===== config.mk =====
export PLATFORM = sky130hd
export DESIGN_NAME = vram_arbiter_flat
export DESIGN_NICKNAME = d
export VERILOG_FILES = /design/src/rtl/vram_arbiter_if.sv /design/src/rtl/vram_arbiter.sv /design/src/flat_wrapper.sv
export SDC_FILE = /design/constraint.sdc
export NUM_CORES = 1
export LEC_CHECK = 0
export CAP_MARGIN = 20
export CORE_AREA = 2 2 133 135
export CTS_BUF_LIST = sky130_fd_sc_hd__clkbuf_2
export DETAILED_ROUTE_END_ITERATION = 16
export DIE_AREA = 0 0 135 137
export GPL_ROUTABILITY_DRIVEN = 0
export PLACE_DENSITY_LB_ADDON = 0.08
export SLEW_MARGIN = 10
export SYNTH_ARGS = -nofsm -noshare
export SYNTH_HDL_FRONTEND = slang
export SYNTH_SLANG_ARGS = --single-unit
export TNS_END_PERCENT = 100

===== constraint.sdc =====
create_clock -name i_clk -period 1.7 [get_ports i_clk]
set_input_delay 0.34 -clock i_clk [delete_from_list [all_inputs] [get_ports i_clk]]
set_output_delay 0.34 -clock i_clk [all_outputs]
set_load 0.005 [all_outputs]

===== src/rtl/vram_arbiter_if.sv =====
// rtl/vram_arbiter_if.sv - requester and memory-side signal bundle for vram_arbiter
//
// Purpose: groups the three-port request/response handshake and the single
//          VRAM port so the arbiter and its environment connect through one bundle.
// Signals:
//   req_valid/req_we [2:0]   per-port request valid / write enable, bit i = port i
//   req_addr  [3*ADDR_W]     port i at [i*ADDR_W +: ADDR_W]
//   req_wdata [3*DATA_W]     port i at [i*DATA_W +: DATA_W]
//   req_ready [2:0]          combinational grant, transfer on valid & ready
//   rsp_valid [2:0]          one-cycle read-data strobe to the issuing port
//   rsp_data                 read data shared by all ports
//   mem_en/mem_we/mem_addr/mem_din   registered memory access
//   mem_dout                 memory read data, one cycle after a read access
// Modports: slave = arbiter view, master = requesters plus memory.

interface vram_arbiter_if #(
   parameter int ADDR_W = 32,
   parameter int DATA_W = 32
);
   logic [2:0]          req_valid;
   logic [2:0]          req_we;
   logic [3*ADDR_W-1:0] req_addr;
   logic [3*DATA_W-1:0] req_wdata;
   logic [2:0]          req_ready;
   logic [2:0]          rsp_valid;
   logic [DATA_W-1:0]   rsp_data;
   logic                mem_en;
   logic                mem_we;
   logic [ADDR_W-1:0]   mem_addr;
   logic [DATA_W-1:0]   mem_din;
   logic [DATA_W-1:0]   mem_dout;

   modport slave (
      input  req_valid, req_we, req_addr, req_wdata, mem_dout,
      output req_ready, rsp_valid, rsp_data, mem_en, mem_we, mem_addr, mem_din
   );

   modport master (
      output req_valid, req_we, req_addr, req_wdata, mem_dout,
      input  req_ready, rsp_valid, rsp_data, mem_en, mem_we, mem_addr, mem_din
   );
endinterface


===== src/rtl/vram_arbiter.sv =====
// rtl/vram_arbiter.sv - three-port VRAM arbiter, port 0 priority with starvation guard
//
// Purpose: shares one video-memory port between the video fetch path (port 0,
//          priority) and two round-robin requesters (ports 1 and 2). One access
//          is accepted per cycle, issued to memory the next cycle, and read data
//          is steered back to the issuing port two cycles after acceptance.
// Ports:
//   i_clk    sole clock
//   i_rst    synchronous active-high reset
//   io_bus   vram_arbiter_if.slave: request/response handshake and memory port

module vram_arbiter #(
   parameter int ADDR_W   = 32,
   parameter int DATA_W   = 32,
   parameter int MAX_HOLD = 8
) (
   input  logic            i_clk,
   input  logic            i_rst,
   vram_arbiter_if.slave   io_bus
);

   localparam int              HC_W     = $clog2(MAX_HOLD + 1);
   localparam logic [HC_W-1:0] HOLD_MAX = HC_W'(MAX_HOLD);

   logic [HC_W-1:0]   r_hold_cnt;
   logic              r_rr_last2;     // 1: port 2 held the last RR slot
   logic              r_mem_en;
   logic              r_mem_we;
   logic [ADDR_W-1:0] r_mem_addr;
   logic [DATA_W-1:0] r_mem_din;
   logic              r_s1_rd;        // owner pipeline stage 1: aligned with mem_en
   logic [1:0]        r_s1_port;
   logic              r_s2_rd;        // owner pipeline stage 2: aligned with mem_dout
   logic [1:0]        r_s2_port;
   logic [DATA_W-1:0] r_rsp_data;

   logic              w_rr_pend;
   logic              w_pick1;
   logic              w_pick2;
   logic              w_p0_win;
   logic [2:0]        w_grant;
   logic              w_fire;
   logic [1:0]        w_port;
   logic              w_we_sel;
   logic [ADDR_W-1:0] w_addr_sel;
   logic [DATA_W-1:0] w_wdata_sel;
   logic [2:0]        w_rsp_valid;
   logic [DATA_W-1:0] w_rsp_data;

   always_comb begin
      w_rr_pend = io_bus.req_valid[1] | io_bus.req_valid[2];
      // Contested RR slot goes to the port that did not go last.
      w_pick1   = io_bus.req_valid[1] & (r_rr_last2 | ~io_bus.req_valid[2]);
      w_pick2   = io_bus.req_valid[2] & (~r_rr_last2 | ~io_bus.req_valid[1]);
      // Port 0 yields only once it has used up its hold budget against a waiting RR port.
      w_p0_win  = io_bus.req_valid[0] & ~((r_hold_cnt == HOLD_MAX) & w_rr_pend);

      w_grant = 3'b000;
      if (!i_rst) begin
         w_grant = {~w_p0_win & w_pick2, ~w_p0_win & w_pick1, w_p0_win};
      end
      w_fire = |w_grant;

      w_port      = 2'd0;
      w_we_sel    = io_bus.req_we[0];
      w_addr_sel  = io_bus.req_addr[0 +: ADDR_W];
      w_wdata_sel = io_bus.req_wdata[0 +: DATA_W];
      if (w_grant[1]) begin
         w_port      = 2'd1;
         w_we_sel    = io_bus.req_we[1];
         w_addr_sel  = io_bus.req_addr[ADDR_W +: ADDR_W];
         w_wdata_sel = io_bus.req_wdata[DATA_W +: DATA_W];
      end else if (w_grant[2]) begin
         w_port      = 2'd2;
         w_we_sel    = io_bus.req_we[2];
         w_addr_sel  = io_bus.req_addr[2*ADDR_W +: ADDR_W];
         w_wdata_sel = io_bus.req_wdata[2*DATA_W +: DATA_W];
      end
   end

   always_ff @(posedge i_clk) begin
      if (i_rst) begin
         r_hold_cnt <= '0;
         r_rr_last2 <= 1'b1;
         r_mem_en   <= 1'b0;
         r_mem_we   <= 1'b0;
         r_mem_addr <= '0;
         r_mem_din  <= '0;
         r_s1_rd    <= 1'b0;
         r_s1_port  <= 2'd0;
         r_s2_rd    <= 1'b0;
         r_s2_port  <= 2'd0;
         r_rsp_data <= '0;
      end else begin
         if (w_grant[1] | w_grant[2]) begin
            r_hold_cnt <= '0;
            r_rr_last2 <= w_grant[2];
         end else if (!w_rr_pend) begin
            r_hold_cnt <= '0;
         end else if (w_grant[0] && (r_hold_cnt != HOLD_MAX)) begin
            r_hold_cnt <= r_hold_cnt + 1'b1;
         end

         r_mem_en   <= w_fire;
         r_mem_we   <= w_fire & w_we_sel;
         r_mem_addr <= w_fire ? w_addr_sel  : '0;
         r_mem_din  <= w_fire ? w_wdata_sel : '0;

         r_s1_rd    <= w_fire & ~w_we_sel;
         r_s1_port  <= w_port;
         r_s2_rd    <= r_s1_rd;
         r_s2_port  <= r_s1_port;

         if (r_s2_rd) begin
            r_rsp_data <= io_bus.mem_dout;
         end
      end
   end

   // Response data passes mem_dout straight through in its valid cycle and
   // otherwise holds the last delivered word.
   always_comb begin
      w_rsp_valid = 3'b000;
      w_rsp_data  = r_rsp_data;
      if (r_s2_rd) begin
         w_rsp_valid = 3'b001 << r_s2_port;
         w_rsp_data  = io_bus.mem_dout;
      end
   end

   assign io_bus.req_ready = w_grant;
   assign io_bus.rsp_valid = w_rsp_valid;
   assign io_bus.rsp_data  = w_rsp_data;
   assign io_bus.mem_en    = r_mem_en;
   assign io_bus.mem_we    = r_mem_we;
   assign io_bus.mem_addr  = r_mem_addr;
   assign io_bus.mem_din   = r_mem_din;

endmodule


===== src/flat_wrapper.sv =====
// flat-port wrapper written by rule: the top's interface ports become plain ports
module vram_arbiter_flat 
#(
   parameter int ADDR_W   = 32,
   parameter int DATA_W   = 32,
   parameter int MAX_HOLD = 8
)
  (i_clk, i_rst, io_bus_req_valid, io_bus_req_we, io_bus_req_addr, io_bus_req_wdata, io_bus_mem_dout, io_bus_req_ready, io_bus_rsp_valid, io_bus_rsp_data, io_bus_mem_en, io_bus_mem_we, io_bus_mem_addr, io_bus_mem_din);
  vram_arbiter_if #(.ADDR_W(ADDR_W), .DATA_W(DATA_W)) io_bus_i ();
  input  logic i_clk;
  input  logic i_rst;
  input wire logic [$bits(io_bus_i.req_valid)-1:0] io_bus_req_valid;
  input wire logic [$bits(io_bus_i.req_we)-1:0] io_bus_req_we;
  input wire logic [$bits(io_bus_i.req_addr)-1:0] io_bus_req_addr;
  input wire logic [$bits(io_bus_i.req_wdata)-1:0] io_bus_req_wdata;
  input wire logic [$bits(io_bus_i.mem_dout)-1:0] io_bus_mem_dout;
  output wire logic [$bits(io_bus_i.req_ready)-1:0] io_bus_req_ready;
  output wire logic [$bits(io_bus_i.rsp_valid)-1:0] io_bus_rsp_valid;
  output wire logic [$bits(io_bus_i.rsp_data)-1:0] io_bus_rsp_data;
  output wire logic [$bits(io_bus_i.mem_en)-1:0] io_bus_mem_en;
  output wire logic [$bits(io_bus_i.mem_we)-1:0] io_bus_mem_we;
  output wire logic [$bits(io_bus_i.mem_addr)-1:0] io_bus_mem_addr;
  output wire logic [$bits(io_bus_i.mem_din)-1:0] io_bus_mem_din;
  assign io_bus_i.req_valid = io_bus_req_valid;
  assign io_bus_i.req_we = io_bus_req_we;
  assign io_bus_i.req_addr = io_bus_req_addr;
  assign io_bus_i.req_wdata = io_bus_req_wdata;
  assign io_bus_i.mem_dout = io_bus_mem_dout;
  assign io_bus_req_ready = io_bus_i.req_ready;
  assign io_bus_rsp_valid = io_bus_i.rsp_valid;
  assign io_bus_rsp_data = io_bus_i.rsp_data;
  assign io_bus_mem_en = io_bus_i.mem_en;
  assign io_bus_mem_we = io_bus_i.mem_we;
  assign io_bus_mem_addr = io_bus_i.mem_addr;
  assign io_bus_mem_din = io_bus_i.mem_din;
  vram_arbiter #(.ADDR_W(ADDR_W), .DATA_W(DATA_W), .MAX_HOLD(MAX_HOLD)) u_core (.i_clk(i_clk), .i_rst(i_rst), .io_bus(io_bus_i));
endmodule

Fig. 1: register map, names as in the netlist
Bar = 50 um. Other sequential cells in the stronger gray, the rest of the logic in the fainter gray.
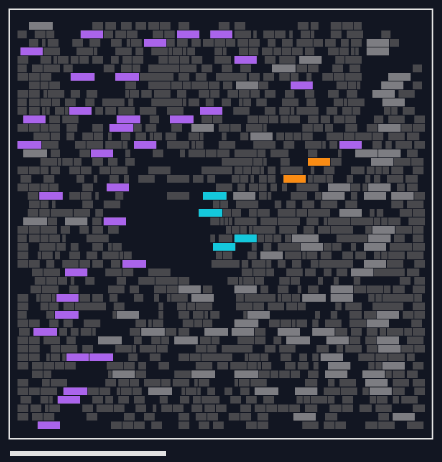
Key: `u_core.r_s1_port` = orange [flops 2]; `u_core.io_bus.mem_addr` = purple [flops 32]; `u_core.r_hold_cnt` = cyan [flops 4, where center]
Another 71 sequential cells are not colored.
share of the core filled with cells in the final layout: 0.659
fraction of standard cell area that is sequential: 0.198
footprint of the flip-flops and latches: 2220 um2
power attributed to sequential cells: 2.77 mW

Fig. 2: clock routing
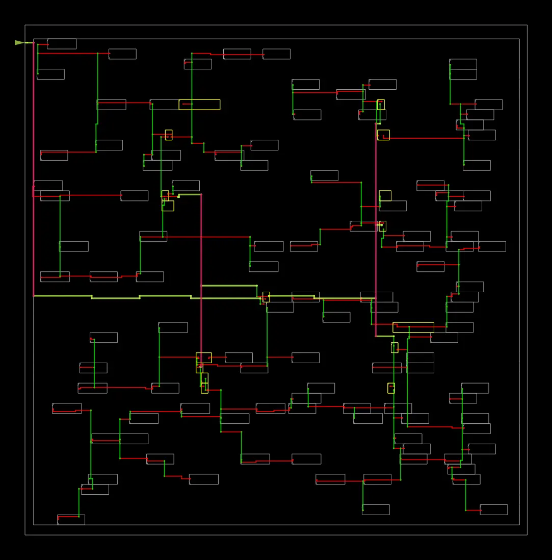
number of clock buffer instances in the layout: 9
latest clock arrival within the worst-skew pair: 640 ps
Max Clock Skew: 62.1 ps
Clock Power: 1.50 mW

Fig. 3: wires at chosen ports, followed through buffers
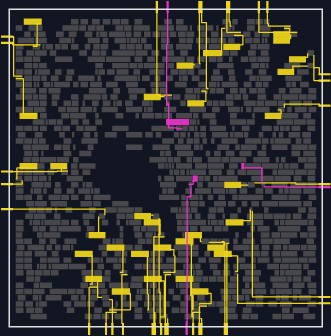
Key: `io_bus_mem_din` = yellow [bits 32, direction output, edge 14 bottom, 7 top, 6 right, 5 left, end cells 32, buffers 32, wire 1,080 um]; `io_bus_req_ready` = magenta [bits 3, direction output, edge 1 right, 1 bottom, 1 top, end cells 3, buffers 3, wire 166 um]
count of input and output buffers: 335
IO Pins: 336

==> run notes <==
Implementation summary

The checks that failed: setup timing. The fraction of area in multi-input gates is 0.351. Per the area breakdown, the dominant cell category is non-clock buffers.

The count of clock tree sinks is 109. Per the post-place timing report, worst setup slack is -589 ps. The most numerous cell type found on the critical path is sky130_fd_sc_hd__buf_6. The number of slew-limit violations in the final report is 0. According to the floorplan report, the placeable core area is around 17,000 um2. The main area contributors are sky130_fd_sc_hd__dfxtp_1, sky130_fd_sc_hd__a221oi_2, sky130_fd_sc_hd__mux2i_1.

The reg-to-reg setup timing slack is -240 ps. The post-detailed-route DRC marker count is 0. After synthesis, the chip area reported by Yosys is 6020 um2. The most critical setup path has its endpoint at io_bus_rsp_data[8].

The cell family contributing the most delay on the critical path is buffers and inverters. The worst setup path is launched from a flip-flop. The count of tool warnings is 29. The Yosys warning count is 0. Of the total power, combinational logic draws 0.347. The flow ran to the end, but the final reports show violations. The register bit count reported by yosys is approximately 110. In the post-route analysis, the smallest setup slack over all paths is -510 ps. The number of buffers on the longest clock path is 2. Note that the worst hold path type here is primary input to flip-flop. The power report attributes to the sequential group a share of 0.424.

The worst min-delay path startpoint is io_bus_req_valid[0]. Across every metal layer, demand over resource in global routing totals 0.260. From the final report, the count of setup violators was given as roughly 100.
per-layer routing:
layer	global-route usage	vias to the layer above	share of wire	routed length (um)
met3	0.0604	55	0.067	1660
met2	0.478	270	0.52	13000
met5	0	-	0	0
li1	-	2992	-	-
met4	0.113	0	0.036	900
met1	0.287	3109	0.37	9290
kinds of logic (layout without fill, tap and decap cells):
kind of cell             Yosys count  count (layout)  synth area share
AND-OR/OR-AND                    202             202             0.303
XOR/XNOR                           2               2           0.00291
adder cells (fa/ha/maj)            2               2           0.00416
buffers and inverters             69             447            0.0582
flip-flops                       109             109             0.363
multiplexers                      96              96             0.166
other                              0               2                 0
AND/OR/NAND/NOR                  124             124             0.102
timing repair:
item	CTS	global route
endpoints found under the setup margin	175	134
gates resized	457	60
setup buffers	22	9
pin swaps	52	7
gates cloned	14	0
Power and IR drop assume default switching activity.
